run_1/class_map.png
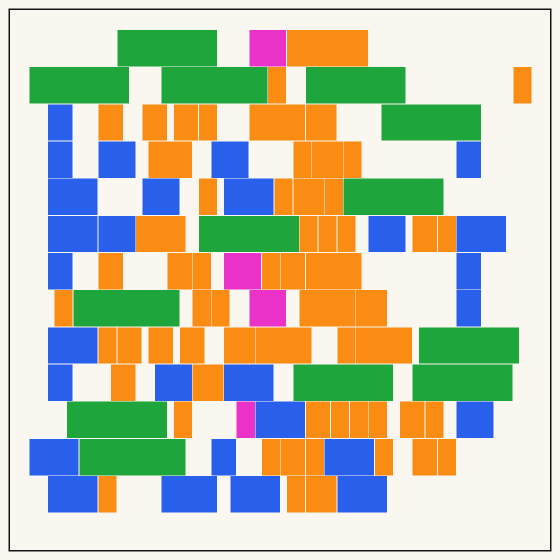
run_1/m2.png
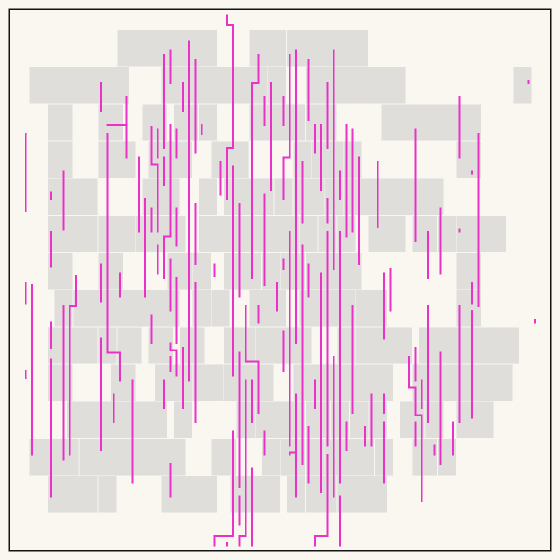
run_1/m1.png
The bar under the picture is 10 um long. Supply wires on this layer in gray.
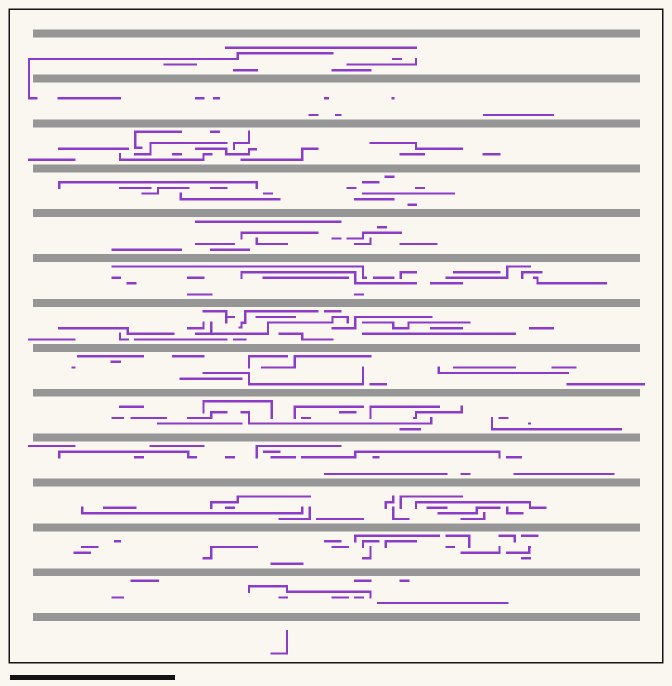
run_1/congestion_map.png
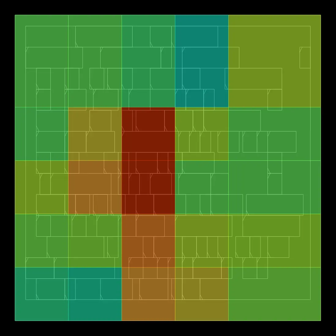
### config.mk
export PLATFORM = sky130hd
export DESIGN_NAME = irq_pending_prio
export DESIGN_NICKNAME = d
export VERILOG_FILES = /design/src/rtl/irq_pending_prio.sv
export SDC_FILE = /design/constraint.sdc
export NUM_CORES = 1
export LEC_CHECK = 0
export ABC_AREA = 1
export CAP_MARGIN = 10
export CORE_MARGIN = 1
export CORE_UTILIZATION = 40
export CTS_CLUSTER_DIAMETER = 200
export DETAILED_ROUTE_END_ITERATION = 12
export PLACE_DENSITY = 0.77
export SYNTH_ARGS = -nofsm -noshare
export SYNTH_HDL_FRONTEND = slang
export SYNTH_SLANG_ARGS = --single-unit
### constraint.sdc
create_clock -name clk -period 1.07 [get_ports clk]
set_input_delay 0.214 -clock clk [delete_from_list [all_inputs] [get_ports clk]]
set_output_delay 0.214 -clock clk [all_outputs]
set_load 0.02 [all_outputs]
### src/rtl/irq_pending_prio.sv
// Request capture, masking and highest-index arbitration feeding a valid/ready consumer.
// Build option: define IRQ_EDGE_EN for rising-edge capture with a sticky overflow flag.
module irq_pending_prio #(
    parameter int unsigned N_REQ  = 4,
    parameter int unsigned CODE_W = 2
) (
    input  logic              clk,
    input  logic              rst,
    input  logic              en,
    input  logic [N_REQ-1:0]  req,
    input  logic              mask_we,
    input  logic [N_REQ-1:0]  mask_wdata,
    output logic              out_valid,
    input  logic              out_ready,
    output logic [CODE_W-1:0] out_code,
    output logic              out_none,
    output logic [N_REQ-1:0]  pending,
    output logic              ovf,
    input  logic              ovf_clr
);

    typedef enum logic {
        IDLE    = 1'b0,
        PRESENT = 1'b1
    } state_e;

    state_e              state_q, state_d;
    logic [N_REQ-1:0]    pending_q, pending_d;
    logic [N_REQ-1:0]    mask_q, mask_d;
    logic                out_valid_q, out_valid_d;
    logic [CODE_W-1:0]   out_code_q, out_code_d;
    logic                out_none_q, out_none_d;
    logic                ovf_q, ovf_d;

    logic [N_REQ-1:0]    set_vec;
    logic [N_REQ-1:0]    clr_vec;
    logic [N_REQ-1:0]    cand;
    logic [CODE_W-1:0]   sel_idx;
    logic                hs;

`ifdef IRQ_EDGE_EN
    logic [N_REQ-1:0]    req_d_q;

    always_ff @(posedge clk) begin
        if (rst) begin
            req_d_q <= '0;
        end else begin
            req_d_q <= req;
        end
    end

    assign set_vec = req & ~req_d_q;
`else
    assign set_vec = req;
`endif

    assign hs      = (state_q == PRESENT) && out_valid_q && out_ready;
    assign clr_vec = hs ? (N_REQ'(1) << out_code_q) : '0;
    assign cand    = pending_q & mask_q;

    // Highest-numbered candidate wins, matching the downstream encoder.
    always_comb begin
        sel_idx = '0;
        for (int i = 0; i < int'(N_REQ); i++) begin
            if (cand[i]) begin
                sel_idx = CODE_W'(i);
            end
        end
    end

    always_comb begin
        state_d     = state_q;
        out_valid_d = out_valid_q;
        out_code_d  = out_code_q;
        mask_d      = mask_we ? mask_wdata : mask_q;
        // Set is ORed in last so a same-cycle set survives the handshake clear.
        pending_d   = (pending_q & ~clr_vec) | set_vec;
        out_none_d  = en && (state_q == IDLE) && (cand == '0);
        ovf_d       = ovf_q;

        unique case (state_q)
            IDLE: begin
                out_valid_d = 1'b0;
                if (en && (cand != '0)) begin
                    out_code_d  = sel_idx;
                    out_valid_d = 1'b1;
                    state_d     = PRESENT;
                end
            end
            PRESENT: begin
                if (hs) begin
                    out_valid_d = 1'b0;
                    state_d     = IDLE;
                end
            end
            default: begin
                state_d     = IDLE;
                out_valid_d = 1'b0;
            end
        endcase

`ifdef IRQ_EDGE_EN
        if (ovf_clr) begin
            ovf_d = 1'b0;
        end
        if ((set_vec & pending_q & ~clr_vec) != '0) begin
            ovf_d = 1'b1;
        end
`else
        ovf_d = 1'b0;
`endif
    end

    always_ff @(posedge clk) begin
        if (rst) begin
            state_q     <= IDLE;
            pending_q   <= '0;
            mask_q      <= '1;
            out_valid_q <= 1'b0;
            out_code_q  <= '0;
            out_none_q  <= 1'b0;
            ovf_q       <= 1'b0;
        end else begin
            state_q     <= state_d;
            pending_q   <= pending_d;
            mask_q      <= mask_d;
            out_valid_q <= out_valid_d;
            out_code_q  <= out_code_d;
            out_none_q  <= out_none_d;
            ovf_q       <= ovf_d;
        end
    end

`ifndef IRQ_EDGE_EN
    logic unused_ovf_clr;
    assign unused_ovf_clr = ovf_clr;
`endif

    assign out_valid = out_valid_q;
    assign out_code  = out_code_q;
    assign out_none  = out_none_q;
    assign pending   = pending_q;
    assign ovf       = ovf_q;

endmodule
==> results_slide.txt, run 1 <==
Implementation Results

Yosys
  • Synth warn: 0
  • Yosys top cell by area: dfxtp_1
  • Adder-Cell Fraction of Synth Area: 0%
  • Leading cell types by count after synthesis: nand2_1 (20), dfxtp_1 (13), inv_1 (10), a21oi_1 (6), nand3_1 (5)
  • Syn_area_per_cell: 7.51 sq um
  • Area fraction in xor and xnor cells: 0%
  • Mapped Nets: 89
  • Number of enable flip-flop cells: 0
  • Async S/R FF share, synth: 0%
  • Largest logic family: simple AND/OR/NAND/NOR gates
  • Most common cell in the netlist: nand2_1

Floorplan
  • Chip height: 39.5 um
  • Initial core utilization: 43.3%
  • Chip area: 1560 sq um
  • Core area: 1300 sq um

Setup path
  • Critical path capture point type: flip-flop
  • Crit-path slowest cell: dfxtp_1
  • RR Endpoint: out_code[1]$_SDFFE_PP0P_
  • Critical path class: flip-flop to flip-flop
  • Crit path max fanout: 4

Cells and area
  • Logic Gate Count: 49
  • Multi-input combinational area share: 32.9%
  • ANT cells: 0
  • Commonest Layout Cell: nand2_1
  • Final net count: 120
  • P&R area growth vs syn: 52.0%

Detailed routing
  • Routed wire length: 1350 um
  • Top routing layer in use: met4
  • DRT met1 WL: 552 um
  • Final ANT Viol Nets: 0

Place
  • Placed insts: 116
  • HPWL after detailed placement: 972 um

Power
  • Combinational Power Share: 25.6%
  • Sw frac: 29.7%
  • Static Leak: 0.412 nW
  • Worst vdd ir: 0.000631 V
  • Tot Pwr: 1.15 mW
  • Clk power: 0.301 mW
  • Clock group share of total power: 26.3%
  • Internal Pwr Total: 0.806 mW

Clocking
  • CTS buffer count: 3
  • Post-CTS setup buffers: 0
  • Worst-path clk slew: 80 ps
  • CTS Hold Buffers Added: 0

Global routing
  • Total grt overflow: 0
  • Met3 GRT Util: 3.41%
  • First-pass GRT wire length: 1950 um

Worst hold path
  • Hold Startpoint: req[1]
  • Number of cells on the worst hold path: 3

Final timing
  • Fin. max-slew vios: 0
  • TNS Setup: 0 ps
  • Final worst path period share: 98.5%
  • RSZ-0062 raised after global routing: true
  • FMAX: 949 MHz

Job
  • # Max-Cap Violations: 0
  • Count of tool warnings: 28

Run status
  • Status: complete, no violations
-- class_map.png (at the start) --
Key: clock drivers and dummy loads = magenta [cells 4]; registers = green [cells 13]; remaining buffers and delay cells = blue [cells 28]; remaining logic cells = orange [cells 60]
fin area: 856 sq um
Site Rows: 13
Finished Core Util: 65.8%

-- m2.png (at the start) --
The layer holds 53% of the routed length. The layer carries 713 um of wire. 96 nets have wire on it. The wires run mostly vertical. The longest straight run is 24.8 um.

-- m1.png (at the start) --
The wires run mostly horizontal. 100 nets have wire on it. The layer carries 553 um of wire. The longest straight run is 15.2 um. The layer holds 41% of the routed length.

-- congestion_map.png (at the start) --
GR met1 Demand/Resource: 22.1%
total track usage: 18.9%
Routed wire per std cell: 11.2 um
Top Usage Layer GRT: met2

run_1/m3.png
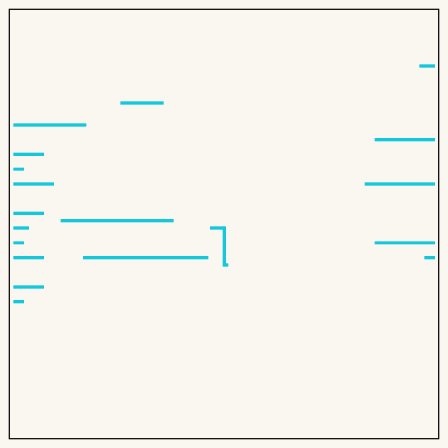

## Run 2: what changed since run 1
CORE_UTILIZATION = 43   (was 40)
GPL_TIMING_DRIVEN = 1   (was unset)
PLACE_DENSITY = 0.82   (was 0.77)
clock period = 1.3 ns   (was 1.07 ns; I/O delays follow)
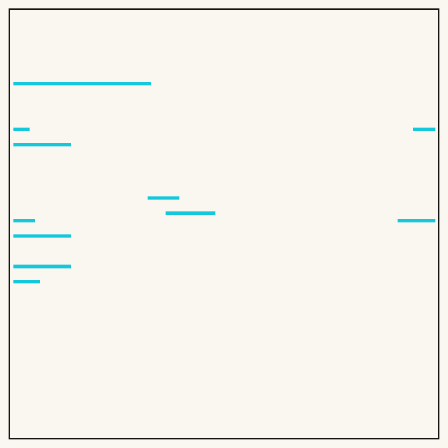
run_2/m3.png
The layer carries 42.7 um of wire. The wires run mostly horizontal. The longest straight run is 12.0 um. 10 nets have wire on it. The layer holds 3.5% of the routed length.
met3 GRT Util: 3.49%
number of vias in the routed layout: 560
routed wire length: 1210 um

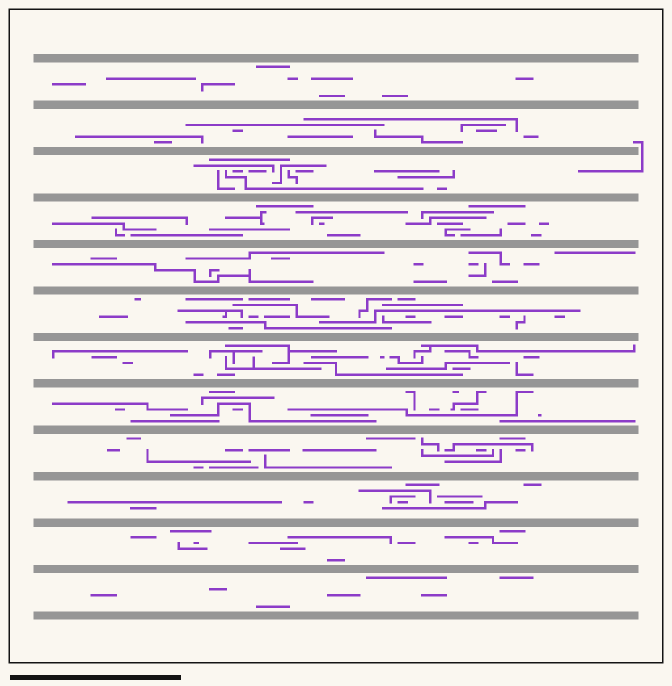
run_2/m1.png
The bar under the picture is 10 um long. Supply wires on this layer in gray.
The longest straight run is 12.4 um. The layer carries 546 um of wire. 99 nets have wire on it. The wires run mostly horizontal.

==> run 2 against run 1 <==
Net effect: cell area shrank 2.2%; non-clock buffer count shrank 1; combinational power shrank 25%; cell count shrank 1.7%; sequential share of layout area grew 0.24 points; core utilization grew 6.6 points; register-to-register slack gained 220 ps; first-iteration DRC count shrank 27%; hold slack is essentially flat; clock power shrank 19%; critical path type is now flip-flop to primary output; clock-buffer cell count is the same; largest power group unchanged; worst setup slack gained 41 ps.
==> results_slide.txt, run 2 <==
Implementation Results

Power
  • Clock group share of total power: 26.7%
  • Sw frac: 28.6%
  • Combinational Power Share: 23.9%
  • Internal Pwr Total: 0.654 mW
  • Static Leak: 0.411 nW
  • Clk power: 0.244 mW
  • Tot Pwr: 0.915 mW

Setup path
  • Critical path capture point type: primary output
  • Crit path max fanout: 3
  • Crit-path slowest cell: dfxtp_1
  • RR Endpoint: out_code[1]$_SDFFE_PP0P_
  • Critical path class: flip-flop to primary output

Detailed routing
  • DRT met1 WL: 546 um
  • Routed wire per std cell: 10.2 um
  • Top routing layer in use: met4

Yosys
  • Synth warn: 0
  • Syn_area_per_cell: 7.51 sq um
  • Leading cell types by count after synthesis: nand2_1 (20), dfxtp_1 (13), inv_1 (10), a21oi_1 (6), nand3_1 (5)
  • Yosys top cell by area: dfxtp_1
  • Adder-Cell Fraction of Synth Area: 0%

Clocking
  • Post-CTS setup buffers: 0
  • CTS Hold Buffers Added: 0
  • Worst-path clk slew: 80 ps

Worst hold path
  • Number of cells on the worst hold path: 2
  • Hold Startpoint: mask_q[0]$_SDFFE_PP1P_

Floorplan
  • Chip height: 38.2 um
  • Core area: 1160 sq um
  • Site Rows: 12
  • Initial core utilization: 48.7%

Cells and area
  • P&R area growth vs syn: 48.7%
  • Multi-input combinational area share: 29.7%
  • Fin area: 837 sq um
  • Commonest Layout Cell: nand2_1
  • Finished Core Util: 72.4%
  • Logic Gate Count: 49
  • ANT cells: 0

Place
  • Placed insts: 114
  • HPWL after detailed placement: 992 um

Run status
  • Status: complete, no violations

Global routing
  • Top Usage Layer GRT: met2
  • First-pass GRT wire length: 2100 um
  • GR met1 Demand/Resource: 24.6%

Final timing
  • Final worst path period share: 95.6%
  • RSZ-0062 raised after global routing: false

Job
  • # Max-Cap Violations: 0
run_2/congestion_map.png
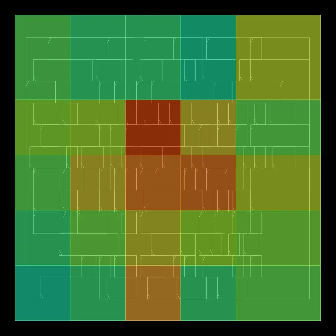

## Run 3: what changed since run 2
HOLD_SLACK_MARGIN = 0.15   (was unset)
MAX_ROUTING_LAYER = met4   (was unset)
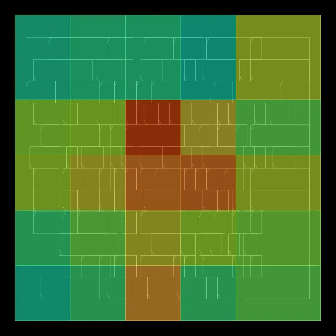
run_3/congestion_map.png
Finished Core Util: 72.4%
GR met1 Demand/Resource: 24.6%
total track usage: 22.0%
routing usage on met2: 37.7%

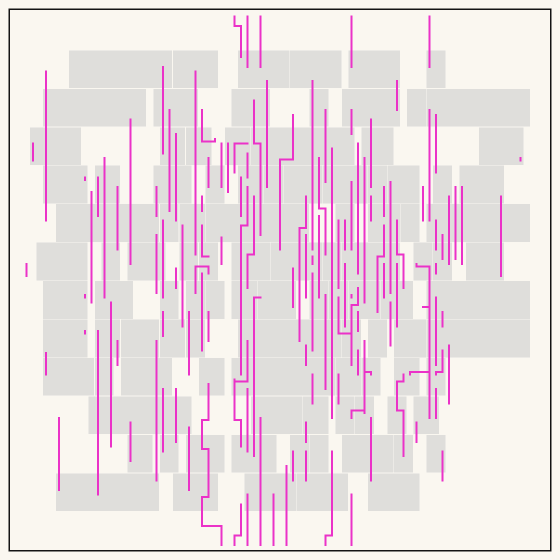
run_3/m2.png
The wires run mostly vertical. The longest straight run is 19.0 um. 101 nets have wire on it.

==> run 3 against run 2 <==
Net effect: synthesized cell count stayed put; cell area unchanged; core utilization unchanged; largest power group unchanged; critical path depth stayed put; clock power about the same; highest routed layer unchanged; combinational power hardly changed.
==> results_slide.txt, run 3 <==
Implementation Results

Run status
  • Status: complete, no violations

Cells and area
  • Logic Gate Count: 49
  • Final net count: 119
  • ANT cells: 0
  • Commonest Layout Cell: nand2_1
  • Fin area: 837 sq um
  • P&R area growth vs syn: 48.7%

Power
  • Tot Pwr: 0.916 mW
  • Internal Pwr Total: 0.654 mW
  • Worst vdd ir: 0.000635 V
  • Sw frac: 28.7%
  • Clk power: 0.246 mW
  • Static Leak: 0.411 nW
  • Clock group share of total power: 26.8%

Final timing
  • RSZ-0062 raised after global routing: false
  • TNS Setup: 0 ps
  • Fin. max-slew vios: 0
  • Final worst path period share: 95.5%

Yosys
  • Number of enable flip-flop cells: 0
  • Largest logic family: simple AND/OR/NAND/NOR gates
  • Leading cell types by count after synthesis: nand2_1 (20), dfxtp_1 (13), inv_1 (10), a21oi_1 (6), nand3_1 (5)
  • Syn_area_per_cell: 7.51 sq um
  • Area fraction in xor and xnor cells: 0%
  • Adder-Cell Fraction of Synth Area: 0%
  • Async S/R FF share, synth: 0%
  • Most common cell in the netlist: nand2_1

Worst hold path
  • Hold Startpoint: mask_q[0]$_SDFFE_PP1P_
  • Number of cells on the worst hold path: 2

Clocking
  • CTS Hold Buffers Added: 0
  • Post-CTS setup buffers: 0
  • CTS buffer count: 3

Setup path
  • Critical path capture point type: primary output
  • RR Endpoint: out_code[1]$_SDFFE_PP0P_
  • Crit path max fanout: 3
  • Critical path class: flip-flop to primary output
  • Crit-path slowest cell: dfxtp_1

Detailed routing
  • Top routing layer in use: met4
  • Final ANT Viol Nets: 0
  • Number of vias in the routed layout: 562
  • DRT met1 WL: 535 um
  • Routed wire per std cell: 10.2 um

Global routing
  • Top Usage Layer GRT: met2
  • First-pass GRT wire length: 2100 um
  • Total grt overflow: 0

Floorplan
  • Initial core utilization: 48.7%
  • Site Rows: 12
  • Core area: 1160 sq um
  • Chip height: 38.2 um
  • Chip area: 1460 sq um

Job
  • Count of tool warnings: 27

Place
  • HPWL after detailed placement: 992 um
Power and IR drop assume default switching activity.
